[src/rtl/gp_cmd_dispatch.sv]
// Graphics-processor command dispatcher: queues CPU command pushes, issues them one at a time
// and raises frame_interrupt per completed or watchdog-aborted list. Optional macro: GP_VSYNC_EN.
module gp_cmd_dispatch #(
  parameter int unsigned DEPTH   = 4,
  parameter int unsigned TIMEOUT = 1 << 20,
  parameter int unsigned CNT_W   = 21
) (
  input  logic        clk,
  input  logic        rst,
`ifdef GP_VSYNC_EN
  input  logic        vsync,
`endif
  input  logic [31:0] gp_code,
  input  logic [31:0] gp_frame,
  input  logic        gp_valid,
  output logic [31:0] cmd_addr,
  output logic [31:0] frame_base,
  output logic        cmd_valid,
  input  logic        cmd_ready,
  input  logic        gp_done,
  output logic        frame_interrupt,
  output logic        busy,
  output logic [4:0]  level,
  output logic        overflow,
  output logic        timeout_err
);

  localparam int unsigned      AW      = (DEPTH > 1) ? $clog2(DEPTH) : 1;
  localparam logic [4:0]       DEPTH_L = 5'(DEPTH);
  localparam logic [CNT_W-1:0] WD_LAST = CNT_W'(TIMEOUT - 1);
  localparam bit               WD_EN   = (TIMEOUT != 0);

  typedef enum logic [1:0] {IDLE, ISSUE, RUN, DONE} state_e;

  state_e           state_q, state_d;
  logic [63:0]      fifoMem [DEPTH];
  logic [AW-1:0]    wrPtr_q, wrPtr_d;
  logic [AW-1:0]    rdPtr_q, rdPtr_d;
  logic [4:0]       level_q, level_d;
  logic [31:0]      cmdAddr_q, cmdAddr_d;
  logic [31:0]      frameBase_q, frameBase_d;
  logic [CNT_W-1:0] wdog_q, wdog_d;
  logic             overflow_q, overflow_d;
  logic             timeoutErr_q, timeoutErr_d;
  logic             popGate;
  logic             doPop;
  logic             doPush;
  logic [63:0]      headEntry;

`ifdef GP_VSYNC_EN
  assign popGate = vsync;
`else
  assign popGate = 1'b1;
`endif

  // A full FIFO still accepts a push when the head leaves in the same cycle.
  assign doPop     = (state_q == IDLE) && (level_q != 5'd0) && popGate;
  assign doPush    = gp_valid && ((level_q < DEPTH_L) || doPop);
  assign headEntry = fifoMem[rdPtr_q];

  always_comb begin
    wrPtr_d    = wrPtr_q;
    rdPtr_d    = rdPtr_q;
    level_d    = level_q;
    overflow_d = overflow_q | (gp_valid & ~doPush);
    if (doPush) wrPtr_d = wrPtr_q + AW'(1);
    if (doPop)  rdPtr_d = rdPtr_q + AW'(1);
    case ({doPush, doPop})
      2'b10:   level_d = level_q + 5'd1;
      2'b01:   level_d = level_q - 5'd1;
      default: level_d = level_q;
    endcase
  end

  always_comb begin
    state_d      = state_q;
    cmdAddr_d    = cmdAddr_q;
    frameBase_d  = frameBase_q;
    wdog_d       = wdog_q;
    timeoutErr_d = timeoutErr_q;
    case (state_q)
      IDLE: begin
        if (doPop) begin
          state_d     = ISSUE;
          cmdAddr_d   = headEntry[63:32];
          frameBase_d = headEntry[31:0];
        end
      end
      ISSUE: begin
        if (cmd_ready) begin
          state_d = RUN;
          wdog_d  = '0;
        end
      end
      RUN: begin
        // Completion wins over a watchdog expiry landing in the same cycle.
        if (gp_done) begin
          state_d = DONE;
        end else if (WD_EN && (wdog_q == WD_LAST)) begin
          state_d      = DONE;
          timeoutErr_d = 1'b1;
        end else begin
          wdog_d = wdog_q + CNT_W'(1);
        end
      end
      DONE:    state_d = IDLE;
      default: state_d = IDLE;
    endcase
  end

  always_ff @(posedge clk or posedge rst) begin
    if (rst) begin
      state_q      <= IDLE;
      wrPtr_q      <= '0;
      rdPtr_q      <= '0;
      level_q      <= '0;
      cmdAddr_q    <= '0;
      frameBase_q  <= '0;
      wdog_q       <= '0;
      overflow_q   <= 1'b0;
      timeoutErr_q <= 1'b0;
    end else begin
      state_q      <= state_d;
      wrPtr_q      <= wrPtr_d;
      rdPtr_q      <= rdPtr_d;
      level_q      <= level_d;
      cmdAddr_q    <= cmdAddr_d;
      frameBase_q  <= frameBase_d;
      wdog_q       <= wdog_d;
      overflow_q   <= overflow_d;
      timeoutErr_q <= timeoutErr_d;
    end
  end

  always_ff @(posedge clk) begin
    if (doPush) fifoMem[wrPtr_q] <= {gp_code, gp_frame};
  end

  assign cmd_addr        = cmdAddr_q;
  assign frame_base      = frameBase_q;
  assign cmd_valid       = (state_q == ISSUE);
  assign frame_interrupt = (state_q == DONE);
  assign busy            = (state_q != IDLE) || (level_q != 5'd0);
  assign level           = level_q;
  assign overflow        = overflow_q;
  assign timeout_err     = timeoutErr_q;

endmodule

[config.mk]
export PLATFORM = sky130hd
export DESIGN_NAME = gp_cmd_dispatch
export DESIGN_NICKNAME = d
export VERILOG_FILES = /design/src/rtl/gp_cmd_dispatch.sv
export SDC_FILE = /design/constraint.sdc
export NUM_CORES = 1
export LEC_CHECK = 0
export ABC_AREA = 1
export CORE_UTILIZATION = 63
export CTS_BUF_LIST = sky130_fd_sc_hd__clkbuf_8
export DETAILED_ROUTE_END_ITERATION = 12
export GPL_ROUTABILITY_DRIVEN = 0
export HOLD_SLACK_MARGIN = 0.1
export PLACE_DENSITY = 0.91
export SYNTH_ARGS = -nofsm -noshare
export SYNTH_HDL_FRONTEND = slang
export SYNTH_SLANG_ARGS = --single-unit
[constraint.sdc]
create_clock -name clk -period 6 [get_ports clk]
set_input_delay 1.2 -clock clk [delete_from_list [all_inputs] [get_ports clk]]
set_output_delay 1.2 -clock clk [all_outputs]
set_load 0.01 [all_outputs]
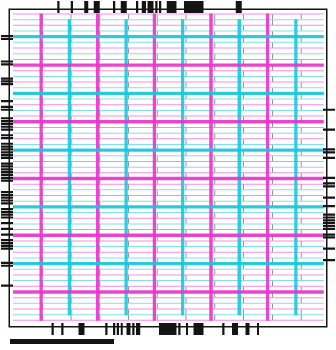
Fig. 1. PDN straps and rails.
The bar under the picture is 50 um long. Pins as bars on the die edge. Tap cells in gray.
legend:
  magenta:
    net: VSS
  cyan:
    net: VDD
met4 straps: 10
tap cells: 280
met1 rails: 55
area of the core: 0.0219 mm^2
Die Span X: 152 um
die y size: 152 um
largest voltage drop on the vdd net: 303 uV

==> results.txt <==
run results: result of the run=completed, most numerous logic cells after layout=nor2_1 (352), edfxtp_1 (256), clkdlybuf4s50_1 (142), antenna violations before repair=3, Initial Util=0.643, CTS Buf Count=between 50 and 60, startpoint kind of the worst setup timing path=register, #MultiIn Comb=739, destination of the critical timing path=busy, num sequential=approximately 350, most congested layer reported by global routing=met2, global-route wire length before repair=roughly 52 mm, number of tap cells added at floorplan=around 280, final-layout setup total negative slack=0 ns, largest stage delay on the critical path=roughly 0.47 ns, post-synthesis share of cell area spent on and-or and or-and gates=0.0934, number of global-route vias before repair=10,267, largest net degree at the start of global routing=about 110, #FFs+latches synth=around 350, register cell area after layout=between 0.01 and 0.015 mm^2, final clock period utilization by the worst path=0.562, Max-cap violations=0, Boundary Pins=143, warnings from Yosys=0, tightest hold margin=0.481 ns, Buffers on Ports=around 140, yosys-reported design area after synthesis=around 0.014 mm^2, count of instantiated cells in the yosys netlist=1,186, per-cell routed wire length=a little over 20 um, number of hold buffers added after cts=0, CP required=about 4.8 ns, buffer count from post-CTS setup fixing=0, clock latency at the later pin of the worst-skew pair=0.60 ns, MUX share of area=0, post-detail-place hpwl=18.4 mm, NonClk Buf Share=0.0898, number of cells on the worst reg-to-reg path=5, top cells by instance count after synthesis=nor2_1 (356), edfxtp_1 (256), o21ai_0 (130), wire length after detailed routing=34.0 mm, largest family of logic cells by area=simple AND/OR/NAND/NOR gates, Worst Hold End=timeout_err$_DFFE_PP0P_, count of mapped cells out of synthesis=between 1,000 and 1,500, critical-path cell with the highest stage delay=clkdlybuf4s50_1, level count of the clock H-tree=2, number of detailed-routing iterations run before antenna repair=5, highest clock rate=roughly 300 MHz, number of different library cells in the post-synthesis netlist=31, number of placed instances with taps included=between 1,500 and 2,000, Final Skew=0.0189 ns, worst hold path cell count=1, max-slew violation count=0, Finish-stage setup viols=0, CTS Root Cell=clkbuf_8, most frequent cell after synthesis=nor2_1, setup slack at placement=around 2.1 ns, overall global routing resource usage=0.305, critical path, cell by cell=nor3_1 > nand2_1 > nor2_1 > inv_1 > clkdlybuf4s50_1, overflow left after global routing=0, Longest Clk Path Bufs=3, area post-placement=between 0.015 and 0.02 mm^2, met1 routing resource usage after global routing=0.373, worst slew margin relative to its limit=0.278, CTS resizes=0, antenna cells=1, drt drc=0, fraction of layout cells with a size suffix above 1=0.0916, count of flip-flops with a built-in enable after synthesis=around 260, ranking of synthesized cells by area=edfxtp_1 (55%), dfrtp_1 (17%), nor2_1 (9.5%), o21ai_0 (4.6%), a31oi_1 (2.8%), number of filler cells placed in the layout=between 1,000 and 1,500, most frequent standard cell in the layout excluding fill and tap cells=nor2_1, launch point of the worst hold path=timeout_err$_DFFE_PP0P_, ANT nets after route=0, Seq share, synth=0.720, Cell Pwr Density=493 mW/mm^2, Synth async-reset ratio=0.277, clock tree from TritonCTS=done, floorplan die area=between 0.02 and 0.025 mm^2, post-synth top area cell=edfxtp_1, via count of the routed design=between 9,000 and 10,000, GRT met2 Usage=0.517
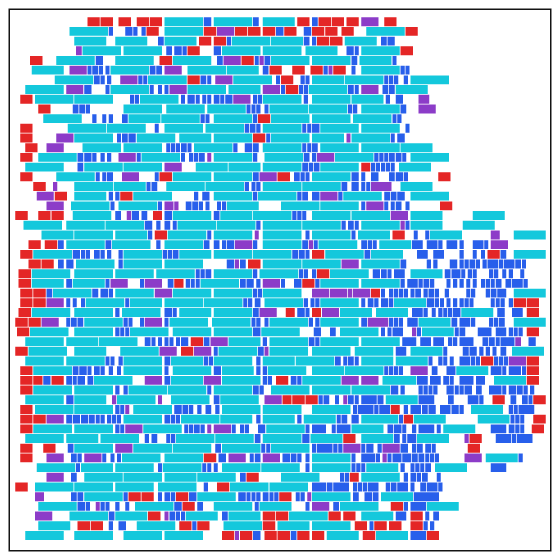
Fig. 2. Placement by cell class.
legend:
  blue:
    class: combinational and other logic
    cells: 772
    share_of_their_area: 23%
  purple:
    class: clock drivers and dummy loads
    cells: 97
    share_of_their_area: 6.4%
  cyan:
    class: sequential cells
    cells: 354
    share_of_their_area: 62%
  red:
    class: remaining buffers and delay cells
    cells: 153
    share_of_their_area: 9.2%
post-route cell area: 0.0167 mm^2
final core utilization: 0.765
sequential cell area share: 0.606
standard-cell rows: 54

where the power goes:
group          total (mW)  switching (mW)  internal, mW
Clock                1.90           0.928         0.974
Sequential           3.51           0.322          3.19
Combinational        2.84            1.81          1.03
worst max-delay path, delay by kind of cell (launching register included):
| kind | cells | cell delay, ns |
|---|---|---|
| buffers and inverters | 2 | 0.53 |
| and+or+nand+nor | 3 | 0.65 |
| DFF | 1 | 0.42 |
flip-flops by register name, indices dropped and copies added (netlist names):
register,flops
cmd_addr,32
rdPtr_q,2
wrPtr_q,2
state_q,2
wdog_q,21
level,5
overflow,1
frame_base,32
timeout_err,1
fifoMem,256
per-layer routing:
layer / wire length [um] / vias to the layer above
met4: 1140 / 2
met2: 17400 / 598
met3: 3130 / 102
met1: 12300 / 4853
met5: 17 / -
li1: - / 4431
No activity file was given, so power comes from the tool's default toggle rates.
